Figure 1. Power grid.
Bar = 50 um. Pins as bars on the die edge.
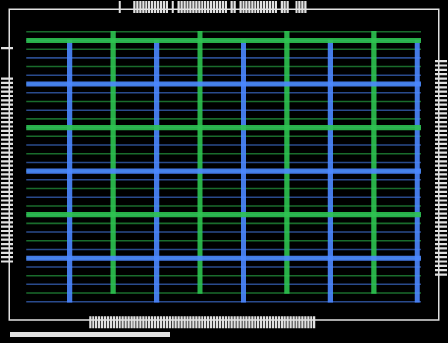
Figure 2. Placed cells, one colour a class.
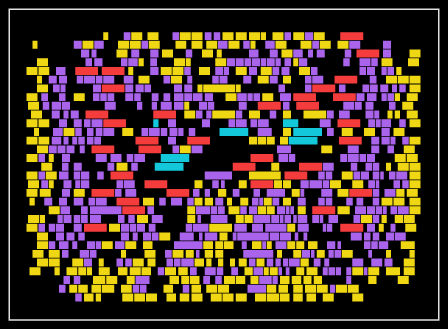
Figure 3. Congestion heat map.
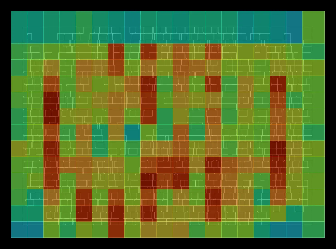
<file path="src/rtl/csr_trap_sequencer_if.sv">
// CSR register-file port shared between the trap sequencer (master) and the CSR file (slave).
interface csr_trap_sequencer_if #(
  parameter int unsigned XLEN   = 32,
  parameter int unsigned CSR_AW = 12
);
  logic [CSR_AW-1:0] csr_raddr;
  logic [XLEN-1:0]   csr_rdata;
  logic              csr_we;
  logic [CSR_AW-1:0] csr_waddr;
  logic [XLEN-1:0]   csr_wdata;

  modport master (
    output csr_raddr,
    input  csr_rdata,
    output csr_we,
    output csr_waddr,
    output csr_wdata
  );

  modport slave (
    input  csr_raddr,
    output csr_rdata,
    input  csr_we,
    input  csr_waddr,
    input  csr_wdata
  );
endinterface

</file>
<file path="src/rtl/csr_trap_sequencer.sv">
// Owns the CSR write port: Zicsr writes, trap entry (ecall / trap_req) and mret sequences.
// Optional feature macro: CSR_MCAUSE_EN adds an mcause write step and makes mcause writable.
module csr_trap_sequencer #(
  parameter int unsigned XLEN   = 32,
  parameter int unsigned CSR_AW = 12
) (
  input  logic                  clk,
  input  logic                  rst,
  input  logic [31:0]           inst_i,
  input  logic                  inst_valid,
  input  logic [XLEN-1:0]       pc_i,
  input  logic [XLEN-1:0]       rs1_data,
  input  logic                  trap_req,
  output logic                  trap_ack,
  csr_trap_sequencer_if.master  csr,
  output logic                  stall,
  output logic                  redirect_valid,
  output logic [XLEN-1:0]       redirect_pc
);

  localparam logic [CSR_AW-1:0] AddrMstatus = CSR_AW'(12'h300);
  localparam logic [CSR_AW-1:0] AddrMtvec   = CSR_AW'(12'h305);
  localparam logic [CSR_AW-1:0] AddrMepc    = CSR_AW'(12'h341);
  localparam logic [CSR_AW-1:0] AddrMcause  = CSR_AW'(12'h342);
  localparam logic [31:0]       InstEcall   = 32'h0000_0073;
  localparam logic [31:0]       InstMret    = 32'h3020_0073;

  typedef enum logic [2:0] {
    StIdle,
    StTrapMepc,
    StTrapMcause,
    StTrapMstatus,
    StTrapJump,
    StMretMstatus,
    StMretJump
  } state_e;

  state_e            state_q, state_d;
  logic [XLEN-1:0]   pc_q, pc_d;
`ifdef CSR_MCAUSE_EN
  logic [XLEN-1:0]   cause_q, cause_d;
`endif

  // Instruction field decode
  logic [6:0]        opcode;
  logic [2:0]        funct3;
  logic [4:0]        rs1_field;
  logic [CSR_AW-1:0] csr_addr;
  logic [XLEN-1:0]   operand;
  logic              is_ecall, is_mret, is_zicsr, writable;

  assign opcode    = inst_i[6:0];
  assign funct3    = inst_i[14:12];
  assign rs1_field = inst_i[19:15];
  assign csr_addr  = inst_i[20 +: CSR_AW];
  assign operand   = funct3[2] ? {{(XLEN-5){1'b0}}, rs1_field} : rs1_data;
  assign is_ecall  = inst_valid && (inst_i == InstEcall);
  assign is_mret   = inst_valid && (inst_i == InstMret);
  assign is_zicsr  = inst_valid && (opcode == 7'b1110011) && (funct3[1:0] != 2'b00);

  // Write-permission decode for Zicsr targets
  always_comb begin
    writable = (csr_addr == AddrMstatus) || (csr_addr == AddrMtvec) || (csr_addr == AddrMepc);
`ifdef CSR_MCAUSE_EN
    writable = writable || (csr_addr == AddrMcause);
`endif
  end

  // Next-state and output decode; all outputs forced low while rst is high
  always_comb begin
    state_d        = state_q;
    pc_d           = pc_q;
`ifdef CSR_MCAUSE_EN
    cause_d        = cause_q;
`endif
    trap_ack       = 1'b0;
    csr.csr_raddr  = '0;
    csr.csr_we     = 1'b0;
    csr.csr_waddr  = '0;
    csr.csr_wdata  = '0;
    stall          = 1'b0;
    redirect_valid = 1'b0;
    redirect_pc    = '0;

    if (!rst) begin
      case (state_q)
        StIdle: begin
          csr.csr_raddr = csr_addr;
          if (trap_req || is_ecall) begin
            stall    = 1'b1;
            trap_ack = trap_req;
            pc_d     = pc_i;
`ifdef CSR_MCAUSE_EN
            cause_d  = trap_req ? XLEN'(32'h8000_000B) : XLEN'(32'd11);
`endif
            state_d  = StTrapMepc;
          end else if (is_mret) begin
            stall   = 1'b1;
            state_d = StMretMstatus;
          end else if (is_zicsr) begin
            csr.csr_waddr = csr_addr;
            unique case (funct3[1:0])
              2'b01:   csr.csr_wdata = operand;
              2'b10:   csr.csr_wdata = csr.csr_rdata | operand;
              default: csr.csr_wdata = csr.csr_rdata & ~operand;
            endcase
            // Set/clear with a zero rs1/uimm field is a pure read
            csr.csr_we = writable && !(funct3[1] && (rs1_field == 5'd0));
          end
        end
        StTrapMepc: begin
          stall         = 1'b1;
          csr.csr_we    = 1'b1;
          csr.csr_waddr = AddrMepc;
          csr.csr_wdata = pc_q;
`ifdef CSR_MCAUSE_EN
          state_d       = StTrapMcause;
`else
          state_d       = StTrapMstatus;
`endif
        end
`ifdef CSR_MCAUSE_EN
        StTrapMcause: begin
          stall         = 1'b1;
          csr.csr_we    = 1'b1;
          csr.csr_waddr = AddrMcause;
          csr.csr_wdata = cause_q;
          state_d       = StTrapMstatus;
        end
`endif
        StTrapMstatus: begin
          stall            = 1'b1;
          csr.csr_raddr    = AddrMstatus;
          csr.csr_we       = 1'b1;
          csr.csr_waddr    = AddrMstatus;
          csr.csr_wdata    = csr.csr_rdata;
          csr.csr_wdata[7] = csr.csr_rdata[3];  // MPIE <= MIE
          csr.csr_wdata[3] = 1'b0;              // MIE  <= 0
          state_d          = StTrapJump;
        end
        StTrapJump: begin
          csr.csr_raddr  = AddrMtvec;
          redirect_valid = 1'b1;
          redirect_pc    = {csr.csr_rdata[XLEN-1:2], 2'b00};
          state_d        = StIdle;
        end
        StMretMstatus: begin
          stall            = 1'b1;
          csr.csr_raddr    = AddrMstatus;
          csr.csr_we       = 1'b1;
          csr.csr_waddr    = AddrMstatus;
          csr.csr_wdata    = csr.csr_rdata;
          csr.csr_wdata[3] = csr.csr_rdata[7];  // MIE  <= MPIE
          csr.csr_wdata[7] = 1'b1;              // MPIE <= 1
          state_d          = StMretJump;
        end
        StMretJump: begin
          csr.csr_raddr  = AddrMepc;
          redirect_valid = 1'b1;
          redirect_pc    = csr.csr_rdata;
          state_d        = StIdle;
        end
        default: state_d = StIdle;
      endcase
    end
  end

  // State and captured trap context
  always_ff @(posedge clk) begin
    if (rst) begin
      state_q <= StIdle;
      pc_q    <= '0;
`ifdef CSR_MCAUSE_EN
      cause_q <= '0;
`endif
    end else begin
      state_q <= state_d;
      pc_q    <= pc_d;
`ifdef CSR_MCAUSE_EN
      cause_q <= cause_d;
`endif
    end
  end

endmodule

</file>
<file path="src/flat_wrapper.sv">
// flat-port wrapper written by rule: the top's interface ports become plain ports
module csr_trap_sequencer_flat 
#(
  parameter int unsigned XLEN   = 32,
  parameter int unsigned CSR_AW = 12
)
  (clk, rst, inst_i, inst_valid, pc_i, rs1_data, trap_req, trap_ack, stall, redirect_valid, redirect_pc, csr_csr_raddr, csr_csr_rdata, csr_csr_we, csr_csr_waddr, csr_csr_wdata);
  csr_trap_sequencer_if #(.XLEN(XLEN), .CSR_AW(CSR_AW)) csr_i ();
  input  logic clk;
  input  logic rst;
  input  logic [31:0] inst_i;
  input  logic inst_valid;
  input  logic [XLEN-1:0] pc_i;
  input  logic [XLEN-1:0] rs1_data;
  input  logic trap_req;
  output logic trap_ack;
  output logic stall;
  output logic redirect_valid;
  output logic [XLEN-1:0] redirect_pc;
  output wire logic [$bits(csr_i.csr_raddr)-1:0] csr_csr_raddr;
  input wire logic [$bits(csr_i.csr_rdata)-1:0] csr_csr_rdata;
  output wire logic [$bits(csr_i.csr_we)-1:0] csr_csr_we;
  output wire logic [$bits(csr_i.csr_waddr)-1:0] csr_csr_waddr;
  output wire logic [$bits(csr_i.csr_wdata)-1:0] csr_csr_wdata;
  assign csr_csr_raddr = csr_i.csr_raddr;
  assign csr_i.csr_rdata = csr_csr_rdata;
  assign csr_csr_we = csr_i.csr_we;
  assign csr_csr_waddr = csr_i.csr_waddr;
  assign csr_csr_wdata = csr_i.csr_wdata;
  csr_trap_sequencer #(.XLEN(XLEN), .CSR_AW(CSR_AW)) u_core (.clk(clk), .rst(rst), .inst_i(inst_i), .inst_valid(inst_valid), .pc_i(pc_i), .rs1_data(rs1_data), .trap_req(trap_req), .trap_ack(trap_ack), .csr(csr_i), .stall(stall), .redirect_valid(redirect_valid), .redirect_pc(redirect_pc));
endmodule
</file>
<file path="config.mk">
export PLATFORM = sky130hd
export DESIGN_NAME = csr_trap_sequencer_flat
export DESIGN_NICKNAME = d
export VERILOG_FILES = /design/src/rtl/csr_trap_sequencer_if.sv /design/src/rtl/csr_trap_sequencer.sv /design/src/flat_wrapper.sv
export SDC_FILE = /design/constraint.sdc
export NUM_CORES = 1
export LEC_CHECK = 0
export CAP_MARGIN = 30
export CORE_ASPECT_RATIO = 0.7
export CORE_MARGIN = 5
export CORE_UTILIZATION = 35
export DETAILED_ROUTE_END_ITERATION = 12
export MAX_ROUTING_LAYER = met4
export PLACE_DENSITY_LB_ADDON = 0.2
export SYNTH_ARGS = -nofsm -noshare
export SYNTH_HDL_FRONTEND = slang
export SYNTH_SLANG_ARGS = --single-unit
</file>
<file path="constraint.sdc">
create_clock -name clk -period 4.4 [get_ports clk]
set_input_delay 1.32 -clock clk [delete_from_list [all_inputs] [get_ports clk]]
set_output_delay 1.32 -clock clk [all_outputs]
set_load 0.005 [all_outputs]
</file>
==> Implementation_results.wiki <==
=== Physical design figures ===
{| class="wikitable"
! Metric !! Value
|-
| Critical Path, Cell by Cell || buf_6, nand4bb_4, or4b_4, or3_4, buf_12, a21o_1, a21oi_2, buf_2
|-
| Combinational gate power || slightly above 0.5 mW
|-
| Cell type with the largest total area || sky130_fd_sc_hd__dfxtp_1
|-
| Most frequent cell after synthesis || sky130_fd_sc_hd__nand2b_1
|-
| Number of diodes added for antenna fixing || 0
|-
| Worst setup SP type || input pin
|-
| Achievable Freq || about 220 MHz
|-
| Status || complete, but fails checks
|-
| Time the worst path needs with I/O delays and setup || roughly 4.6 ns
|-
| Largest stage delay, worst path || ~0.55 ns
|-
| Total Power Consumption || between 1 and 1.5 mW
|-
| Initial Util || between 30% and 40%
|-
| Placed insts || between 800 and 900
|-
| Part of the total power dissipated in sequential elements || between 20 and 30%
|-
| Required time of the critical path || 3.08 ns
|-
| RSZ-0062 raised after global routing || true
|-
| Most frequent cells after synthesis || 92 x sky130_fd_sc_hd__nand2b_1, 46 x sky130_fd_sc_hd__and2_1, 38 x sky130_fd_sc_hd__clkbuf_1
|-
| Maximum number of pins on one net before global-route repair || 59
|-
| Sum of net half-perimeters after detailed placement || 12.0 mm
|-
| Failing checks || setup timing
|-
| Leakage power || about 2.6 nW
|-
| Wire length of the first global-routing pass || roughly 26 mm
|-
| Number of antenna violations at the first check in global routing || 0
|-
| Switching part of the total power || 31.0%
|-
| Register share after synthesis || roughly a fifth
|-
| Clk Tree Root Cell || sky130_fd_sc_hd__clkbuf_16
|-
| Dominant flop cell || sky130_fd_sc_hd__dfxtp_1
|-
| DR pass1 iterations || 4
|-
| Total congestion overflow after global routing || 0
|-
| Worst min-delay path category || reg2reg
|-
| Skew-Pair Late Insertion Delay || between 0.2 and 0.3 ns
|-
| Data arrival time of the critical path || about 3.3 ns
|-
| Sequential power || 0.362 mW
|-
| Area growth from synthesis to layout || 75.8%
|-
| Tool warnings || 30
|-
| Top cells by area || sky130_fd_sc_hd__dfxtp_1 19%, sky130_fd_sc_hd__nand2b_1 15%, sky130_fd_sc_hd__mux2i_1 9.9%, sky130_fd_sc_hd__and2_1 7.7%, sky130_fd_sc_hd__a22oi_1 6.0%
|-
| Post-layout instance count excluding filler cells || 870
|-
| Number of standard cells reported by yosys || 495
|-
| Mapped cell area || 3750 um^2
|-
| Final count of negative-setup-slack endpoints || approximately 44
|-
| Placer's final routability congestion estimate || 0.937
|-
| Post-route worst setup slack || -0.180 ns
|-
| Site row count || 31
|-
| Setup tns final || -6.04 ns
|-
| Clock network fraction of total power || between 20% and 30%
|}
-- Figure 1 (at the start) --
net	colour
VSS	blue
VDD	green
rows	31
signal pins	224
met1 rails	32
met4 straps	9
worst vdd rail ir drop: 0.199 mV
Die Span Y: 96.6 um

-- Figure 2 (at the start) --
class	colour	cells
clock drivers and dummy loads	cyan	7
remaining buffers and delay cells	yellow	282
remaining logic cells	purple	414
registers	red	35

-- Figure 3 (at the start) --
global router's overall resource usage: 25.2%
met3 Resource Use GR: 5.90%
most used routing layer: met2

==> sequential cells by signal, summed over array words and instances, names as in the netlist <==
name            cells
u_core.state_q      3
u_core.pc_q        32
==> stage by stage <==
stage               worst slack [ns]  utilization [%]  cell area [um^2]  hold slack [ns]
floorplan                     0.0770                -              3750            0.446
global placement              -0.934             61.0              6340            0.457
detailed placement            -0.998             61.0              6340            0.466
CTS                           -0.255             63.2              6570            0.476
global route                  -0.254             63.3              6580            0.494
finish                        -0.180             63.3              6580            0.472
==> critical path, delay by kind of cell <==
kind / cells / cell delay (ns)
and+or+nand+nor: 3 / 1.25
AOI/OAI and AO/OA: 2 / 0.30
buffers and inverters: 3 / 0.39
==> repair_timing <==
action,4_1_cts,5_1_grt
cloned,3,0
pin swaps,19,11
buffers inserted,8,1
gates resized,222,10
setup endpoints to repair,46,46
==> cells by family after synthesis <==
kind of cell,synth area share [%]
AND-OR/OR-AND,22.9
XOR/XNOR,0.468
adder cells (fa/ha/maj),1.00
buffers and inverters,6.05
flip-flops,18.7
multiplexers,10.2
AND/OR/NAND/NOR,40.6
==> final cells by class <==
class	count	area, um^2
clock buffers	6	139
repair buffers	282	2540
clock inverters	1	5.00
fillers	938	3810
flip-flops and latches	35	701
multi-input cells	409	3020
well taps	132	165
inverters	5	18.8
==> worst paths after layout <==
kind	start	end	slack (ns)	cells after the start
worst max-delay path	inst_i[2]	csr_csr_wdata[25]	-0.18	8
worst min-delay path	u_core.pc_q[3]	u_core.pc_q[3]	0.47	2
worst max register to register	u_core.state_q[0]	u_core.pc_q[30]	2.54	5
worst min register to register	u_core.pc_q[3]	u_core.pc_q[3]	0.47	2
==> metal layers <==
metal / track usage, % / wire length [um]
met1: 29.7 / 6790
met2: 44.1 / 8030
met3: 5.90 / 1180
met4: 6.34 / 221
met5: - / 0
No activity file was given, so power comes from the tool's default toggle rates.
